===== config.mk =====
export PLATFORM = sky130hd
export DESIGN_NAME = qcom_cmd_proc_flat
export DESIGN_NICKNAME = d
export VERILOG_FILES = /design/src/rtl/qcom_pkg.sv /design/src/rtl/qcom_cmd_proc_if.sv /design/src/rtl/qcom_cmd_fifo.sv /design/src/rtl/qcom_cmd_proc.sv /design/src/flat_wrapper.sv
export SDC_FILE = /design/constraint.sdc
export NUM_CORES = 1
export LEC_CHECK = 0
export ABC_AREA = 1
export CORE_MARGIN = 2
export CORE_UTILIZATION = 35
export DETAILED_ROUTE_END_ITERATION = 6
export GPL_ROUTABILITY_DRIVEN = 1
export MAX_ROUTING_LAYER = met4
export PLACE_DENSITY_LB_ADDON = 0.15
export RECOVER_POWER = 100
export SLEW_MARGIN = 20
export SYNTH_ARGS = -nofsm -noshare
export SYNTH_HDL_FRONTEND = slang
export SYNTH_SLANG_ARGS = --single-unit

===== constraint.sdc =====
create_clock -name c_clk_i -period 4.8 [get_ports c_clk_i]
set_input_delay 0.72 -clock c_clk_i [delete_from_list [all_inputs] [get_ports c_clk_i]]
set_output_delay 0.72 -clock c_clk_i [all_outputs]
set_load 0.01 [all_outputs]

===== src/rtl/qcom_pkg.sv =====
// Shared definitions for the QCOM receive-side command processor.
//   - Header codes of the PMOD link packets.
//   - qcom_cmd_t: one queued command {op, sel, dt} as presented to the core.
//   - sync_st_t: SYNC delay FSM states (only used when QCOM_SYNC_DLY_EN is defined).
package qcom_pkg;

  localparam logic [2:0] H_CLR_FLG = 3'b000;
  localparam logic [2:0] H_SET_FLG = 3'b001;
  localparam logic [2:0] H_DT8     = 3'b010;
  localparam logic [2:0] H_SYNC    = 3'b011;
  localparam logic [2:0] H_DT16    = 3'b100;
  localparam logic [2:0] H_DT32    = 3'b110;

  typedef struct packed {
    logic [2:0]  op;
    logic        sel;
    logic [31:0] dt;
  } qcom_cmd_t;

  typedef enum logic {
    S_IDLE = 1'b0,
    S_WAIT = 1'b1
  } sync_st_t;

endpackage


===== src/rtl/qcom_cmd_proc_if.sv =====
// Packet-in / command-out bus of qcom_cmd_proc.
//   rx_vld_i, rx_header_i, rx_data_i : decoded packet from the link receiver
//   cmd_vld_o, cmd_rdy_i             : valid/ready handshake toward the core
//   cmd_op_o, cmd_sel_o, cmd_dt_o    : head entry of the command queue
// Modport slave is the processor side, master is the environment side.
interface qcom_cmd_proc_if;

  logic        rx_vld_i;
  logic [2:0]  rx_header_i;
  logic [32:0] rx_data_i;
  logic        cmd_vld_o;
  logic        cmd_rdy_i;
  logic [2:0]  cmd_op_o;
  logic        cmd_sel_o;
  logic [31:0] cmd_dt_o;

  modport slave (
    input  rx_vld_i, rx_header_i, rx_data_i, cmd_rdy_i,
    output cmd_vld_o, cmd_op_o, cmd_sel_o, cmd_dt_o
  );

  modport master (
    output rx_vld_i, rx_header_i, rx_data_i, cmd_rdy_i,
    input  cmd_vld_o, cmd_op_o, cmd_sel_o, cmd_dt_o
  );

endinterface


===== src/rtl/qcom_cmd_fifo.sv =====
// First-word-fall-through FIFO of qcom_cmd_t.
//   c_clk_i, c_rst_ni : clock, asynchronous active-low reset
//   clr_i             : synchronous flush (wins over push/pop)
//   push, din         : write request; accepted when not full, or when full and popping
//   pop               : read request; ignored when empty
//   dout              : head entry, all zeros while empty
//   full, empty       : occupancy flags
module qcom_cmd_fifo
  import qcom_pkg::*;
#(
  parameter int DEPTH = 4
) (
  input  logic      c_clk_i,
  input  logic      c_rst_ni,
  input  logic      clr_i,
  input  logic      push,
  input  logic      pop,
  input  qcom_cmd_t din,
  output qcom_cmd_t dout,
  output logic      full,
  output logic      empty
);

  localparam int AW = (DEPTH > 1) ? $clog2(DEPTH) : 1;

  // One extra pointer bit tells full from empty when the indices match.
  logic [AW:0] wr_ptr, rd_ptr;
  qcom_cmd_t   mem [DEPTH];
  logic        do_push, do_pop;

  assign empty   = (wr_ptr == rd_ptr);
  assign full    = (wr_ptr[AW] != rd_ptr[AW]) && (wr_ptr[AW-1:0] == rd_ptr[AW-1:0]);
  assign do_pop  = pop & ~empty;
  assign do_push = push & (~full | do_pop);
  assign dout    = empty ? '0 : mem[rd_ptr[AW-1:0]];

  always_ff @(posedge c_clk_i or negedge c_rst_ni) begin
    if (!c_rst_ni) begin
      wr_ptr <= '0;
      rd_ptr <= '0;
    end else if (clr_i) begin
      wr_ptr <= '0;
      rd_ptr <= '0;
    end else begin
      if (do_push) wr_ptr <= wr_ptr + {{AW{1'b0}}, 1'b1};
      if (do_pop)  rd_ptr <= rd_ptr + {{AW{1'b0}}, 1'b1};
    end
  end

  always_ff @(posedge c_clk_i) begin
    if (do_push && !clr_i) mem[wr_ptr[AW-1:0]] <= din;
  end

endmodule


===== src/rtl/qcom_cmd_proc.sv =====
// Receive-side QCOM command processor.
// Decodes each packet from the link receiver, updates the QCOM flag, the two
// data registers and the SYNC pulse logic, queues accepted commands for the
// core and keeps saturating rx/error/drop statistics.
//
// Ports:
//   c_clk_i, c_rst_ni  : core clock, asynchronous active-low reset
//   clr_i              : synchronous clear of all state; a packet in the same cycle is ignored
//   sync_dly_cfg       : SYNC delay in cycles (only with QCOM_SYNC_DLY_EN)
//   bus (slave)        : packet input and valid/ready command output
//   qflag_o            : QCOM flag
//   qreg1_o, qreg2_o   : data registers selected by sel=0 / sel=1
//   sync_o             : one-cycle SYNC pulse
//   rx_cnt_o, err_cnt_o, drop_cnt_o : saturating statistics
//
// Build option QCOM_SYNC_DLY_EN: when defined, sync_o fires sync_dly_cfg+1
// cycles after a SYNC packet (retriggerable); otherwise it fires 1 cycle after.
//
// SYNC FSM (QCOM_SYNC_DLY_EN only)
//   state  | meaning
//   S_IDLE | no pulse pending
//   S_WAIT | counting down; pulse issued on the cycle after cnt reaches 1
module qcom_cmd_proc
  import qcom_pkg::*;
#(
  parameter int FIFO_DEPTH = 4,
  parameter int CNT_W      = 16
) (
  input  logic             c_clk_i,
  input  logic             c_rst_ni,
  input  logic             clr_i,
  input  logic [7:0]       sync_dly_cfg,
  qcom_cmd_proc_if.slave   bus,
  output logic             qflag_o,
  output logic [31:0]      qreg1_o,
  output logic [31:0]      qreg2_o,
  output logic             sync_o,
  output logic [CNT_W-1:0] rx_cnt_o,
  output logic [CNT_W-1:0] err_cnt_o,
  output logic [CNT_W-1:0] drop_cnt_o
);

  logic        hdr_ok;
  logic        sel;
  logic [31:0] dt;
  logic        rx_acc, cmd_ok, cmd_bad, wr_reg, sync_cmd;
  logic        pop, drop, fifo_full, fifo_empty;
  qcom_cmd_t   push_cmd, head_cmd;

  always_comb begin
    hdr_ok = 1'b1;
    sel    = 1'b0;
    dt     = '0;
    case (bus.rx_header_i)
      H_CLR_FLG, H_SET_FLG: ;
      H_DT8: begin
        sel = bus.rx_data_i[8];
        dt  = {24'd0, bus.rx_data_i[7:0]};
      end
      H_SYNC: sel = bus.rx_data_i[8];
      H_DT16: begin
        sel = bus.rx_data_i[17];
        dt  = {16'd0, bus.rx_data_i[15:0]};
      end
      H_DT32: begin
        sel = bus.rx_data_i[32];
        dt  = bus.rx_data_i[31:0];
      end
      default: hdr_ok = 1'b0;
    endcase
  end

  assign rx_acc   = bus.rx_vld_i & ~clr_i;
  assign cmd_ok   = rx_acc & hdr_ok;
  assign cmd_bad  = rx_acc & ~hdr_ok;
  assign wr_reg   = cmd_ok & ((bus.rx_header_i == H_DT8) | (bus.rx_header_i == H_DT16) |
                              (bus.rx_header_i == H_DT32));
  assign sync_cmd = cmd_ok & (bus.rx_header_i == H_SYNC);

  assign pop      = bus.cmd_vld_o & bus.cmd_rdy_i;
  // A full queue still takes the new command when the head leaves in the same cycle.
  assign drop     = cmd_ok & fifo_full & ~pop;
  assign push_cmd = '{op: bus.rx_header_i, sel: sel, dt: dt};

  qcom_cmd_fifo #(.DEPTH(FIFO_DEPTH)) u_fifo (
    .c_clk_i (c_clk_i),
    .c_rst_ni(c_rst_ni),
    .clr_i   (clr_i),
    .push    (cmd_ok),
    .pop     (pop),
    .din     (push_cmd),
    .dout    (head_cmd),
    .full    (fifo_full),
    .empty   (fifo_empty)
  );

  assign bus.cmd_vld_o = ~fifo_empty;
  assign bus.cmd_op_o  = head_cmd.op;
  assign bus.cmd_sel_o = head_cmd.sel;
  assign bus.cmd_dt_o  = head_cmd.dt;

  always_ff @(posedge c_clk_i or negedge c_rst_ni) begin
    if (!c_rst_ni) begin
      qflag_o    <= 1'b0;
      qreg1_o    <= '0;
      qreg2_o    <= '0;
      rx_cnt_o   <= '0;
      err_cnt_o  <= '0;
      drop_cnt_o <= '0;
    end else if (clr_i) begin
      qflag_o    <= 1'b0;
      qreg1_o    <= '0;
      qreg2_o    <= '0;
      rx_cnt_o   <= '0;
      err_cnt_o  <= '0;
      drop_cnt_o <= '0;
    end else begin
      if (cmd_ok && bus.rx_header_i == H_CLR_FLG) qflag_o <= 1'b0;
      if (cmd_ok && bus.rx_header_i == H_SET_FLG) qflag_o <= 1'b1;
      if (wr_reg && !sel) qreg1_o <= dt;
      if (wr_reg && sel)  qreg2_o <= dt;
      if (cmd_ok  && rx_cnt_o   != '1) rx_cnt_o   <= rx_cnt_o   + CNT_W'(1);
      if (cmd_bad && err_cnt_o  != '1) err_cnt_o  <= err_cnt_o  + CNT_W'(1);
      if (drop    && drop_cnt_o != '1) drop_cnt_o <= drop_cnt_o + CNT_W'(1);
    end
  end

`ifdef QCOM_SYNC_DLY_EN
  sync_st_t   st_q, st_d;
  logic [7:0] cnt_q, cnt_d;
  logic       sync_d;

  always_comb begin
    st_d   = st_q;
    cnt_d  = cnt_q;
    sync_d = 1'b0;
    case (st_q)
      S_IDLE: begin
        if (sync_cmd) begin
          if (sync_dly_cfg == 8'd0) begin
            sync_d = 1'b1;
          end else begin
            cnt_d = sync_dly_cfg;
            st_d  = S_WAIT;
          end
        end
      end
      S_WAIT: begin
        // A new SYNC restarts the wait so only one pulse comes out.
        if (sync_cmd) begin
          if (sync_dly_cfg == 8'd0) begin
            sync_d = 1'b1;
            cnt_d  = '0;
            st_d   = S_IDLE;
          end else begin
            cnt_d = sync_dly_cfg;
          end
        end else if (cnt_q == 8'd1) begin
          sync_d = 1'b1;
          cnt_d  = '0;
          st_d   = S_IDLE;
        end else begin
          cnt_d = cnt_q - 8'd1;
        end
      end
      default: st_d = S_IDLE;
    endcase
  end

  always_ff @(posedge c_clk_i or negedge c_rst_ni) begin
    if (!c_rst_ni) begin
      st_q   <= S_IDLE;
      cnt_q  <= '0;
      sync_o <= 1'b0;
    end else if (clr_i) begin
      st_q   <= S_IDLE;
      cnt_q  <= '0;
      sync_o <= 1'b0;
    end else begin
      st_q   <= st_d;
      cnt_q  <= cnt_d;
      sync_o <= sync_d;
    end
  end
`else
  logic unused_sync_dly;
  assign unused_sync_dly = ^sync_dly_cfg;

  always_ff @(posedge c_clk_i or negedge c_rst_ni) begin
    if (!c_rst_ni)   sync_o <= 1'b0;
    else if (clr_i)  sync_o <= 1'b0;
    else             sync_o <= sync_cmd;
  end
`endif

endmodule


===== src/flat_wrapper.sv =====
// flat-port wrapper written by rule: the top's interface ports become plain ports
module qcom_cmd_proc_flat import qcom_pkg::*;
#(
  parameter int FIFO_DEPTH = 4,
  parameter int CNT_W      = 16
)
  (c_clk_i, c_rst_ni, clr_i, sync_dly_cfg, qflag_o, qreg1_o, qreg2_o, sync_o, rx_cnt_o, err_cnt_o, drop_cnt_o, bus_rx_vld_i, bus_rx_header_i, bus_rx_data_i, bus_cmd_rdy_i, bus_cmd_vld_o, bus_cmd_op_o, bus_cmd_sel_o, bus_cmd_dt_o);
  qcom_cmd_proc_if bus_i ();
  input  logic c_clk_i;
  input  logic c_rst_ni;
  input  logic clr_i;
  input  logic [7:0] sync_dly_cfg;
  output logic qflag_o;
  output logic [31:0] qreg1_o;
  output logic [31:0] qreg2_o;
  output logic sync_o;
  output logic [CNT_W-1:0] rx_cnt_o;
  output logic [CNT_W-1:0] err_cnt_o;
  output logic [CNT_W-1:0] drop_cnt_o;
  input wire logic [$bits(bus_i.rx_vld_i)-1:0] bus_rx_vld_i;
  input wire logic [$bits(bus_i.rx_header_i)-1:0] bus_rx_header_i;
  input wire logic [$bits(bus_i.rx_data_i)-1:0] bus_rx_data_i;
  input wire logic [$bits(bus_i.cmd_rdy_i)-1:0] bus_cmd_rdy_i;
  output wire logic [$bits(bus_i.cmd_vld_o)-1:0] bus_cmd_vld_o;
  output wire logic [$bits(bus_i.cmd_op_o)-1:0] bus_cmd_op_o;
  output wire logic [$bits(bus_i.cmd_sel_o)-1:0] bus_cmd_sel_o;
  output wire logic [$bits(bus_i.cmd_dt_o)-1:0] bus_cmd_dt_o;
  assign bus_i.rx_vld_i = bus_rx_vld_i;
  assign bus_i.rx_header_i = bus_rx_header_i;
  assign bus_i.rx_data_i = bus_rx_data_i;
  assign bus_i.cmd_rdy_i = bus_cmd_rdy_i;
  assign bus_cmd_vld_o = bus_i.cmd_vld_o;
  assign bus_cmd_op_o = bus_i.cmd_op_o;
  assign bus_cmd_sel_o = bus_i.cmd_sel_o;
  assign bus_cmd_dt_o = bus_i.cmd_dt_o;
  qcom_cmd_proc #(.FIFO_DEPTH(FIFO_DEPTH), .CNT_W(CNT_W)) u_core (.c_clk_i(c_clk_i), .c_rst_ni(c_rst_ni), .clr_i(clr_i), .sync_dly_cfg(sync_dly_cfg), .bus(bus_i), .qflag_o(qflag_o), .qreg1_o(qreg1_o), .qreg2_o(qreg2_o), .sync_o(sync_o), .rx_cnt_o(rx_cnt_o), .err_cnt_o(err_cnt_o), .drop_cnt_o(drop_cnt_o));
endmodule

==> impl_metrics.ini, run 1 <==
; yosys + openroad results
[synth]
fp_nets = 1376
asyncSetResetFlopFracSynth_pct = 45.5
flop_cell = sky130_fd_sc_hd__edfxtp_1
post_synth_and_or_nand_nor_area_fraction_pct = 25.2
post_synth_num_cell_types = 29
syn_area_per_cell_sq_um = 9.22
post_synth_fa_ha_maj_area_fraction_pct = 0.823
post_synth_instance_area_sq_um = 12200
synth.cellmix.xorXnorShare_pct = 1.01
yosys_chip_area_sq_um = 12200
yosysSeqAreaShare_pct = 60.2
compound_area_share_pct = 6.37
ys_top_logic_family = simple AND/OR/NAND/NOR gates
numSynthFlops = 264
synth.yosys.num_cells = 1319
yosys_warnings = 0

[floorplan]
die_w_um = 190
std_cell_rows = 68
chip_area_sq_um = 36300
die.size.y_um = 190

[route]
post-route-drc-count = 0
avgRoutedWirePerCell_um = 17.3
drt_first_pass_iters = 7
wirelength_um = 34200
drt-initial-drc-count = 583
postRouteAntennaNets = 0

[clock_tree]
worstSkewPairLatency_ns = 0.56
clk_pin_slew_worst_paths_ns = 0.06
ctsResizeCount = 0
max-clock-path-buffers = 3
cts_hold_buffers = 0
root_buffer = sky130_fd_sc_hd__clkbuf_16
tritoncts_num_sinks = 264
cts_inserted_buffers = 28

[placement]
preCtsSetupSlack_ns = 1.16
place.gp.congestion = 0.861
placedCellCount = 1915

[status]
status = complete, but fails checks
failed_checks = capacitance limit, slew limit

[critical_path]
critical_path.top_delay_family = buffers and inverters
largest_driver_fanout_on_the_critical_path = 28
critical_path.most_common_cell = sky130_fd_sc_hd__nand2_1
timing.critical_path.from_type = flop
worst-setup-path-type = reg -> out
worst-endpoint-arrival_ns = 3.29
r2r-start = u_core.u_fifo.rd_ptr[0]$_DFFE_PN0P_
cpMaxStageDelayCell = sky130_fd_sc_hd__dfrtp_1
cp.buffers_inverters = 3
r2r_setup_slack_ns = 1.23

[global_route]
grt_util_met2_pct = 29.3
antenna_found_initial = 5
busiest_layer = met2
grt_first_pass_wirelength_um = 53200
met3_usage_pct = 3.74
grt.total_usage_pct = 19.3
maximum_number_of_pins_on_one_net_before_global_route_repair = 104

[cells_and_area]
fin_cells = 1972
proportion_of_layout_cells_with_a_drive_suffix_above_1_pct = 5.69
layout.cells.most_common = sky130_fd_sc_hd__nand2_1
num-nets-final = 1547

[sta]
worst_slew_pin_slew_ns = 2.24
finalSetupViolations = 0
rsz0062_at_grt = false
final_period_minus_worst_setup_slack_ns = 4.01
achievable-frequency_ghz = 0.249
final.hold.worst_slack_ns = 0.359
slew_violations = 49
timing.final.ws_setup_ns = 0.787
fin_crit_sh_pct = 83.6

[power_and_ir_drop]
power_leakage_nw = 7.12
ir_drop_v = 0.000330
totalPowerFinal_w = 0.00528
powerDensity_nw_per_um2 = 342

[run]
openroad.warnings = 39
maxCapViolCount = 1

[min_path]
hold_class = in -> async
run 1: cell usage after synthesis, types with 2 or more instances:
| master | n | area share [%] |
|---|---|---|
| sky130_fd_sc_hd__buf_1 | 10 | 0.31 |
| sky130_fd_sc_hd__buf_2 | 31 | 1.3 |
| sky130_fd_sc_hd__buf_4 | 4 | 0.25 |
| sky130_fd_sc_hd__clkbuf_1 | 25 | 0.77 |
| sky130_fd_sc_hd__dfrtp_1 | 120 | 25 |
| sky130_fd_sc_hd__edfxtp_1 | 144 | 36 |
| sky130_fd_sc_hd__ha_1 | 8 | 0.82 |
| sky130_fd_sc_hd__inv_1 | 110 | 3.4 |
| sky130_fd_sc_hd__inv_2 | 8 | 0.25 |
| sky130_fd_sc_hd__nand2_1 | 283 | 8.7 |
| sky130_fd_sc_hd__nand2_2 | 4 | 0.21 |
| sky130_fd_sc_hd__nand3_1 | 167 | 6.9 |
| sky130_fd_sc_hd__nand3b_1 | 2 | 0.12 |
| sky130_fd_sc_hd__nand4_1 | 34 | 1.7 |
| sky130_fd_sc_hd__nor2_1 | 163 | 5.0 |
| sky130_fd_sc_hd__nor2_2 | 7 | 0.36 |
| sky130_fd_sc_hd__nor2_4 | 5 | 0.46 |
| sky130_fd_sc_hd__nor3_1 | 24 | 0.99 |
| sky130_fd_sc_hd__o21ai_0 | 83 | 3.4 |
| sky130_fd_sc_hd__o21ai_1 | 16 | 0.66 |
| sky130_fd_sc_hd__o21bai_1 | 6 | 0.37 |
| sky130_fd_sc_hd__o22ai_1 | 36 | 1.9 |
| sky130_fd_sc_hd__or2_2 | 10 | 0.51 |
| sky130_fd_sc_hd__xor2_1 | 14 | 1.0 |
run 1: final timing paths:
path	endpoint	cells after the start
max in group asynchronous	u_core.u_fifo.rd_ptr[1]$_DFFE_PN0P_	2
worst max register to register	u_core.u_fifo.mem[3][6]$_DFFE_PP_	9
min in group c_clk_i	u_core.qreg2_o[26]$_DFFE_PN0P_	2
worst min register to register	u_core.qreg2_o[26]$_DFFE_PN0P_	2
worst min-delay path	u_core.qreg1_o[25]$_DFFE_PN0P_	1
worst max-delay path	bus_cmd_dt_o[17]	7
run 1: per-layer routing:
metal,wire [um],vias to the layer above
met5,0,-
met4,518,0
met3,1920,37
met2,15800,220
met1,16000,4682
li1,-,4766
run 1: report_power, final:
part / switching [W] / internal (W)
Sequential: 0.0000185 / 0.00242
Clock: 0.000887 / 0.00136
Combinational: 0.000386 / 0.000206
run 1: sequential cells by signal, indices dropped and copies added, names as in the netlist:
register              cells
u_core.rx_cnt_o          16
u_core.err_cnt_o         16
u_core.u_fifo.mem       144
u_core.qreg1_o           32
u_core.u_fifo.wr_ptr      3
u_core.qreg2_o           32
u_core.qflag_o            1
u_core.sync_o             1
u_core.drop_cnt_o        16
u_core.u_fifo.rd_ptr      3
run 1: area by class of cell:
type | count | area (sq um)
fillers | 3353 | 18900
flip-flops and latches | 264 | 7330
multi-input cells | 866 | 4070
repair buffers | 212 | 2040
clock buffers | 37 | 782
well taps | 455 | 569
inverters | 118 | 444
clock inverters | 15 | 189
diodes | 5 | 12.5
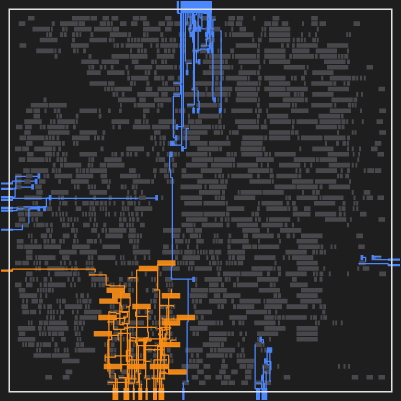
Figure 1: run 1, wires at chosen ports, followed through buffers.
Scale: 2 px per um.
| color | port | bits | direction | end cells | buffers | wire |
|---|---|---|---|---|---|---|
| blue | bus_rx_data_i | 33 | input | 35 | 33 | 1060 um |
| orange | err_cnt_o | 16 | output | 16 | 16 | 1050 um |
number of top-level design ports: 200
number of port buffers: 191

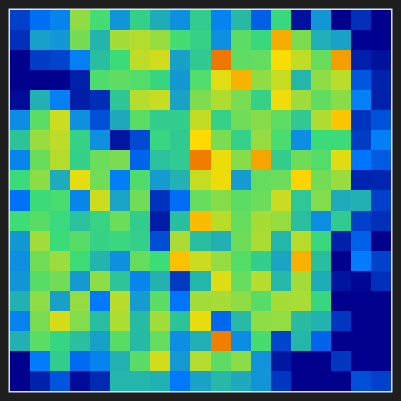
Figure 2: run 1, cell density map.
Scale: 2 px per um. The die is cut into 19 by 19 equal tiles; dark blue is low, red is high, 0 to 100% covered.
nearly empty tiles: 7.8%
emptiest ninth of the die: lower right
mean over tiles: 41%
fullest tile: 87%
fp util: 35.4%
core occupancy in the finished layout: 44.9%
core area: 34400 sq um

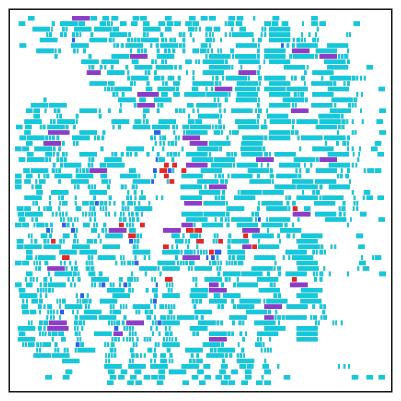
Figure 3: run 1, cells by drive strength.
Scale: 2 px per um.
| color | size | cells | most used |
|---|---|---|---|
| purple | x6 and larger | 38 | clkbuf_16 |
| red | x3 and x4 | 22 | buf_4 |
| blue | x2 | 26 | or2_2 |
| cyan | x1 and smaller | 1426 | nand2_1 |
post-route cell area: 15400 sq um
synth-to-layout area growth: 26.9%
total of plain and repair buffers excluding clock buffers: 212

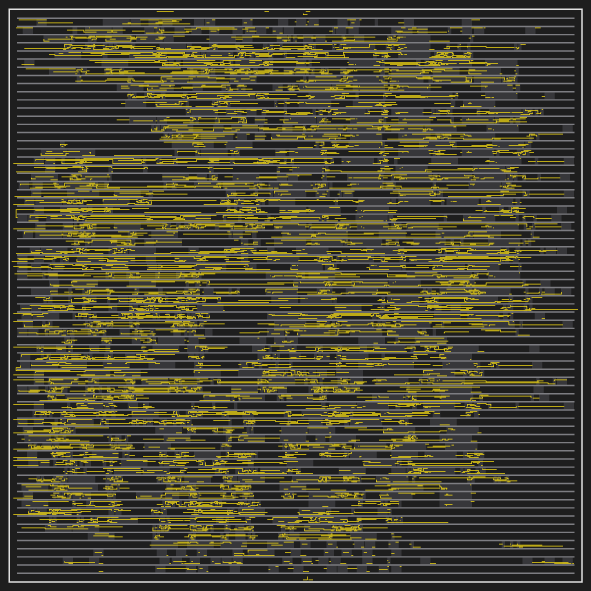
Figure 4: run 1, metal 1.
Scale: 3 px per um. Supply wires on this layer in gray.
wire length on this layer: 16000 um
share of all routed wire: 47%
main direction: horizontal
routing usage on met1: 26.7%
via count: 9705

--- run 2 (diff from run 1) ---
Clock period 4.8 ns to 3.8 ns, I/O delays scaled along.
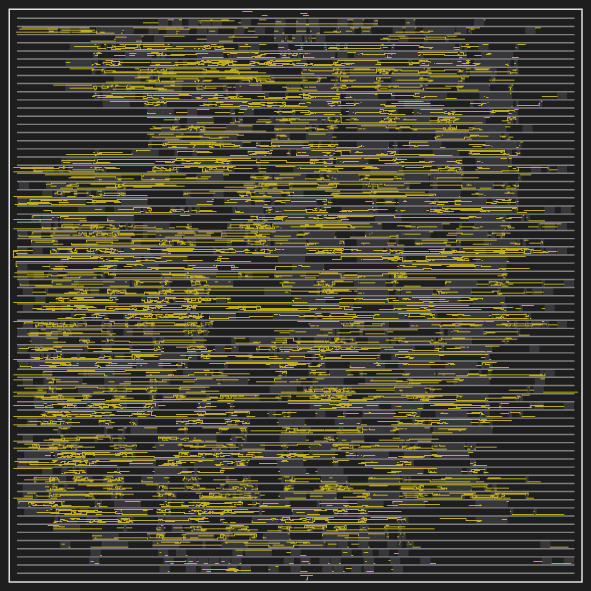
Figure 5: run 2, metal 1.
Scale: 3 px per um. Supply wires on this layer in gray.
longest straight run: 53.8 um
main direction: horizontal
share of all routed wire: 46%
total wire length after detailed routing: 34400 um
via count: 9791
routing usage on met1: 26.7%

==> run 2 against run 1 <==
Compared with the run above: the run still ends with capacitance limit, slew limit left; sequential cell count stayed put; power increased by 22%; global-route usage increased by 0.13 points; critical endpoint is now bus_cmd_dt_o[2]; largest cell class unchanged.
==> impl_metrics.ini, run 2 <==
; yosys + openroad results
[floorplan]
die_w_um = 190
fp_util_pct = 35.4
die.size.y_um = 190
num_io_pins = 200
design.core.area_sq_um = 34400
std_cell_rows = 68
chip_area_sq_um = 36300

[synth]
post-synth-top-area-cell = sky130_fd_sc_hd__edfxtp_1
yosysTopAreaCellShare_pct = 35.5
post_synth_and_or_nand_nor_area_fraction_pct = 25.2
synth.yosys.num_cells = 1319
yosysMostFrequentCell = sky130_fd_sc_hd__nand2_1
fp_nets = 1376
yosys_chip_area_sq_um = 12200
post_synth_fa_ha_maj_area_fraction_pct = 0.823
syn_area_per_cell_sq_um = 9.22
numSynthFlops = 264
post_synth_instance_area_sq_um = 12200
flop_cell = sky130_fd_sc_hd__edfxtp_1
compound_area_share_pct = 6.37
common_cells = 283 x sky130_fd_sc_hd__nand2_1, 167 x sky130_fd_sc_hd__nand3_1, 163 x sky130_fd_sc_hd__nor2_1
synth.cellmix.xorXnorShare_pct = 1.01
post_synth_inst_count = 1319
area_leaders = sky130_fd_sc_hd__edfxtp_1 36%, sky130_fd_sc_hd__dfrtp_1 25%, sky130_fd_sc_hd__nand2_1 8.7%
synth.mux.area_fraction_pct = 0
post_synth_num_cell_types = 29
ys_top_logic_family = simple AND/OR/NAND/NOR gates
asyncSetResetFlopFracSynth_pct = 45.5
yosysSeqAreaShare_pct = 60.2
edf_count = 144
yosys_warnings = 0

[status]
failed_checks = capacitance limit, slew limit
status = complete, but fails checks

[clock_tree]
cts.htree.levels = 1
ctsResizeCount = 0
root_buffer = sky130_fd_sc_hd__clkbuf_16
worstSkewPairLatency_ns = 0.55
tritoncts_num_sinks = 264
cts_hold_buffers = 0
max-clock-path-buffers = 3
cts_inserted_buffers = 29
clk_pin_slew_worst_paths_ns = 0.06
postCtsSetupBuffers = 0
tritoncts = yes

[min_path]
hold_class = in -> async

[cells_and_area]
proportion_of_layout_cells_with_a_drive_suffix_above_1_pct = 5.73
num-nets-final = 1552
layout.cells.most_common = sky130_fd_sc_hd__nand2_1
areaGrowthSynthToFinish_pct = 26.2
design_area_sq_um = 15300
fin_cells = 1975
largest_reg_flops = 144
layout_top_cells = 286 x sky130_fd_sc_hd__nand2_1, 167 x sky130_fd_sc_hd__nand3_1, 167 x sky130_fd_sc_hd__nor2_1

[power_and_ir_drop]
ir_drop_v = 0.000344
powerDensity_nw_per_um2 = 420
power_leakage_nw = 7.11

[sta]
hold_violations = 0
finalSetupViolations = 0
rsz0062_at_grt = false
fin_skew_ns = 0.0200
fin_crit_sh_pct = 90.2
final_period_minus_worst_setup_slack_ns = 3.43
max-slew-margin-rel_pct = -20.6
slew_violations = 95
totalNegativeSetupSlack_ns = 0
final.hold.worst_slack_ns = 0.493
worst_slew_pin_slew_ns = 1.81
achievable-frequency_ghz = 0.292

[global_route]
met3_usage_pct = 3.77
maximum_number_of_pins_on_one_net_before_global_route_repair = 68
busiest_layer = met2
grt_util_met2_pct = 29.9
grt_first_pass_wirelength_um = 53700
antenna_found_initial = 3
grt.total_usage_pct = 19.4
vias_in_the_first_global_route = 9374
global_route.overflow_total = 0

[route]
avgRoutedWirePerCell_um = 17.4
postRouteAntennaNets = 0
drt-initial-drc-count = 642
via_per_inst = 4.96
post-route-drc-count = 0
drt_first_pass_iters = 5

[critical_path]
worst-endpoint-arrival_ns = 2.86
timing.critical_path.from_type = flop
largest_driver_fanout_on_the_critical_path = 40
worst-setup-path-type = reg -> out
endpoint_kind = primary output
crit_required_ns = 3.23

[placement]
port-buffer-count = 191
final_hpwl_dp_um = 23100
place.gp.congestion = 0.842
post_dp_cell_area_sq_um = 14600
placedCellCount = 1919

[run]
maxCapViolCount = 2
openroad.warnings = 37
run 2: cell counts after synthesis:
Identical to the previous run, type by type.
run 2: area by class of cell:
cell class / count / area [sq um]
Multi-Input combinational cell: 866 / 4030
Tap cell: 455 / 569
Sequential cell: 264 / 7330
Timing Repair Buffer: 216 / 2100
Inverter: 118 / 444
Clock buffer: 34 / 744
Fill cell: 3394 / 19000
Clock inverter: 20 / 126
Antenna cell: 2 / 5.00
run 2: per-stage QoR:
| step | utilization (%) | total power (W) | worst slack [ns] |
|---|---|---|---|
| after floorplan | - | 0.00355 | 0.488 |
| after CTS | 45.0 | 0.00657 | 0.411 |
| after global routing | 44.7 | 0.00673 | 0.121 |
| after detailed placement | 42.4 | 0.00396 | 0.541 |
| final | 44.7 | 0.00644 | 0.372 |
| after global placement | 42.4 | 0.00396 | 0.569 |
run 2: cell families after synthesis:
kind of cell	count (synthesis)
DFF	264
AOI/OAI and AO/OA	142
xor gates and xnor gates	14
and+or+nand+nor	702
adders and majority gates	8
buffers and inverters	189
run 2: routing by layer:
metal,vias up,wire [um]
met4,0,704
met5,-,0
met1,4709,15800
met2,240,15800
li1,4792,-
met3,50,2070
run 2: critical path, cell delays in order (launching register included):
cell                              delay (ns)
sky130_fd_sc_hd__dfrtp_2                0.56
sky130_fd_sc_hd__inv_1                  0.22
sky130_fd_sc_hd__buf_4                  0.41
sky130_fd_sc_hd__o21ai_0                0.14
sky130_fd_sc_hd__o22ai_1                0.31
sky130_fd_sc_hd__nand2_1                0.09
sky130_fd_sc_hd__inv_1                  0.07
sky130_fd_sc_hd__clkdlybuf4s50_1        0.52
run 2: final timing paths:
path                                                     start                                 end  slack [ns]  depth (start not counted)
setup / recovery           u_core.u_fifo.rd_ptr[0]$_DFFE_PN0P_                     bus_cmd_dt_o[2]        0.37                          7
max in group asynchronous                             c_rst_ni      u_core.rx_cnt_o[1]$_DFFE_PN0P_        1.11                          2
hold / removal                                        c_rst_ni      u_core.qreg2_o[31]$_DFFE_PN0P_        0.49                          1
hold reg to reg                 u_core.qreg2_o[18]$_DFFE_PN0P_      u_core.qreg2_o[18]$_DFFE_PN0P_        0.50                          2
setup reg to reg           u_core.u_fifo.rd_ptr[0]$_DFFE_PN0P_  u_core.u_fifo.mem[2][15]$_DFFE_PP_        0.77                          9
min in group c_clk_i            u_core.qreg2_o[18]$_DFFE_PN0P_      u_core.qreg2_o[18]$_DFFE_PN0P_        0.50                          2
run 2: power by group:
group | switching [W] | internal (W) | total, W
clock | 0.00113 | 0.00146 | 0.00259
sequential | 0.0000240 | 0.00306 | 0.00308
combinational | 0.000488 | 0.000275 | 0.000764
total | 0.00164 | 0.00480 | 0.00644
Power figures rest on the tool's default switching activity, not on a simulated workload.
